Fig. 1: supply network
Bar = 20 um. Pins as bars on the die edge.
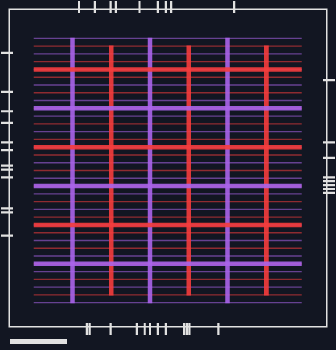
Fig. 2: cell classes on the final placement
Fill, decap, tap and diode cells in gray.
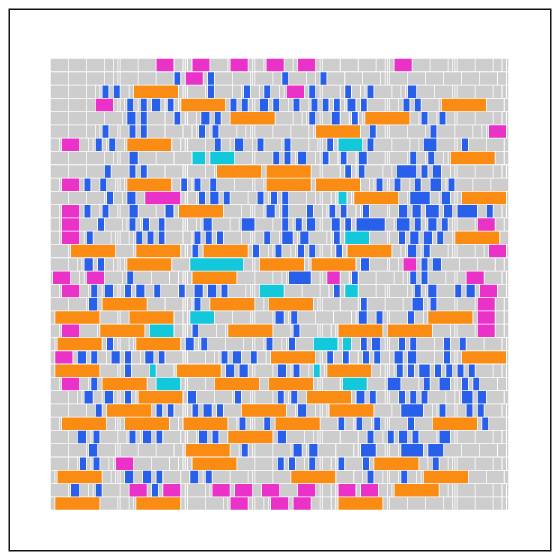
==> config.mk <==
export PLATFORM = sky130hd
export DESIGN_NAME = spi_master_reader
export DESIGN_NICKNAME = d
export VERILOG_FILES = /design/src/rtl/spi_pkg.sv /design/src/rtl/spi_clk_div.sv /design/src/rtl/spi_master_reader.sv
export SDC_FILE = /design/constraint.sdc
export NUM_CORES = 1
export LEC_CHECK = 0
export ABC_AREA = 1
export CAP_MARGIN = 20
export CELL_PAD_IN_SITES_DETAIL_PLACEMENT = 1
export CELL_PAD_IN_SITES_GLOBAL_PLACEMENT = 2
export CORE_MARGIN = 8
export CORE_UTILIZATION = 34
export CTS_CLUSTER_SIZE = 10
export DETAILED_ROUTE_END_ITERATION = 16
export HOLD_SLACK_MARGIN = 0.08
export PLACE_DENSITY_LB_ADDON = 0.15
export SETUP_SLACK_MARGIN = 0.02
export SLEW_MARGIN = 20
export SYNTH_ARGS = -nofsm -noshare
export SYNTH_HDL_FRONTEND = slang
export SYNTH_HIERARCHICAL = 1
export SYNTH_SLANG_ARGS = --single-unit
export TNS_END_PERCENT = 30
==> constraint.sdc <==
create_clock -name SLK -period 3.36 [get_ports SLK]
set_clock_uncertainty 0.05 [all_clocks]
set_input_delay 0.672 -clock SLK [delete_from_list [all_inputs] [get_ports SLK]]
set_output_delay 0.672 -clock SLK [all_outputs]
set_load 0.03 [all_outputs]
==> impl_metrics.ini <==
; flow metrics
[outcome]
status = complete, no violations

[yosys]
yosysUniqueCellTypes = 26
ys_cells = 378
synth-main-ff-cell = dfrtp_1
syn-instance-count = 378
yosys_warnings = 6
edf_count = 0
synth_seq_share_pct = 54.32
syn_nets = 401
synth_area_um2 = 3040
ys_chip_area_um2 = 3040

[route]
vias = 2494
drtPass1Iterations = 4
wire_per_inst_um = 13.70
final_antenna_net_count = 0
vias_per_cell = 4.688
topRoutingLayerUsed = met4
met3_length_um = 292

[placed_design]
globalplace.congestion = 0.7828
dp_hpwl_um = 5080
numPortBuffers = 40

[cells_and_area]
lay_top_cells = nand2_1, dfrtp_1, clkdlybuf4s50_1, inv_1, nand3_1
lay_top_count = nand2_1
drive_gt1_share_pct = 7.783
nNetsFinal = 442
antenna_cells = 0
logic_area_um2 = 1180
regArea_um2 = 1652
area_growth_pct = 22.59
num-fill-cells = 1087

[global_routing]
grt_start_max_net_pins = 34
grt_pass1_wl_um = 13110
grt_pass1_vias = 2733

[job]
drv_cap = 0
warnings = 27

[timing]
setup_viol = 0
slew_headroom_pct = 54.56
holdWs_ns = 0.4273
fin_tns_setup_ns = 0
fmax_mhz = 371.1
worst_slew_pin_slew_ns = 0.6800
rsz0062_at_grt = no

[clocking]
clockBufferDepth = 2
cts_tree = built
holdBufCountCts = 0
path_clk_slew_ns = 0.08
cts-root-buf = clkbuf_8
cts_setup_buffers = 0
clock_latency_ns = 0.34
post_cts_resize_count = 0
h-tree-depth = 3
cts_buffers = 9

[setup_path]
crit_type = reg -> reg
ff2ff_path_depth = 13
cp.arrival_ns = 2.86
worst_ep_required_time_ns = 3.53

[pwr]
seqPwrFrac_pct = 41.5
leakage_nw = 1.811
switching_power_mw = 1.057
comb_power_share_pct = 33.9
p_int_mw = 1.594
power.density_nw_per_um2 = 711.3

[floorplanning]
core.rowCount = 34
ios = 41
-- Fig. 1 (at the start) --
legend:
  VDD:
    color: red
  VSS:
    color: purple
signal pins: 41
met1 rails: 35
met5 straps: 6
rows: 34
die width: 110.6 um
worst vdd ir: 214.5 uV

-- Fig. 2 (at the start) --
legend:
  remaining logic cells:
    color: blue
    cells: 299
    share_of_their_area: 37%
  registers:
    color: orange
    cells: 66
    share_of_their_area: 46%
  remaining buffers and delay cells:
    color: magenta
    cells: 43
    share_of_their_area: 12%
  clock drivers and dummy loads:
    color: cyan
    cells: 16
    share_of_their_area: 5.2%
fin area: 3727 um^2
flop share of the area: 44.31%
Core Footprint: 8678 um^2

-- through the flow --
step | utilization, % | power [mW] | instances | worst slack, ns
2_1_floorplan | - | 1.792 | 378 | 1.210
3_3_place_gp | 40.80 | 2.002 | 516 | 0.6992
3_5_place_dp | 40.80 | 2.032 | 516 | 0.6603
4_1_cts | 42.95 | 2.695 | 532 | 0.6375
5_1_grt | 42.95 | 2.887 | 532 | 0.2833
6_report | 42.95 | 2.651 | 532 | 0.6655
-- cells in the mapped netlist, types with 2 or more instances --
master / number / area (um^2)
a21oi_1: 2 / 10.01
buf_2: 5 / 25.02
buf_4: 4 / 30.03
clkbuf_1: 4 / 15.01
dfrtp_1: 66 / 1652
ha_1: 3 / 37.54
inv_1: 32 / 120.1
inv_2: 5 / 18.77
nand2_1: 150 / 563.0
nand2_2: 2 / 12.51
nand3_1: 29 / 145.1
nor2_1: 20 / 75.07
nor2_2: 4 / 25.02
nor2_4: 2 / 22.52
nor3_1: 2 / 10.01
o21ai_0: 12 / 60.06
o21ai_1: 26 / 130.1
o21bai_1: 2 / 15.01
-- metal layers --
layer | GRT usage, % | vias to the layer above
li1 | - | 1260
met3 | 3.571 | 6
met5 | 0 | -
met1 | 16.26 | 1197
met2 | 19.79 | 31
met4 | 4.865 | 0
-- cells by family (layout without fill, tap and decap cells) --
| family | Yosys count | in the layout | synth area share, % |
|---|---|---|---|
| AND/OR/NAND/NOR | 212 | 212 | 28.89 |
| flip-flops | 66 | 66 | 54.32 |
| XOR/XNOR | 2 | 2 | 0.5762 |
| adder cells (fa/ha/maj) | 3 | 3 | 1.235 |
| buffers and inverters | 50 | 96 | 6.872 |
| AND-OR/OR-AND | 45 | 45 | 8.107 |
-- power groups by stage --
stage	clock network, mW	registers, mW	logic (mW)
after floorplan	0	1.10	0.692
after global routing	0.708	1.13	1.05
after global placement	0	1.11	0.893
final	0.651	1.10	0.900
after CTS	0.675	1.10	0.918
after detailed placement	0	1.11	0.917
-- area by class of cell --
cell class                 instances  area share, %
clock buffer                      11          3.525
clock inverter                     5          1.477
inverter                          37          3.726
multi-input combinational        262          31.65
sequential                        66          44.31
tap                              108          3.625
timing repair buffer              43          11.68
-- worst max-delay path, cell delays in order (launching register included) --
cell and delay (ns):
dfrtp_1 0.40, inv_1 0.10, ha_1 0.17, nand2_1 0.06, nor2_1 0.11, nand2_1 0.09, nor2_1 0.27, inv_2 0.10
nand3_1 0.11, nand2_1 0.08, inv_2 0.28, nand2_1 0.50, nand2_1 0.19, nand2_1 0.06
Power is estimated from default activity; no workload was simulated.
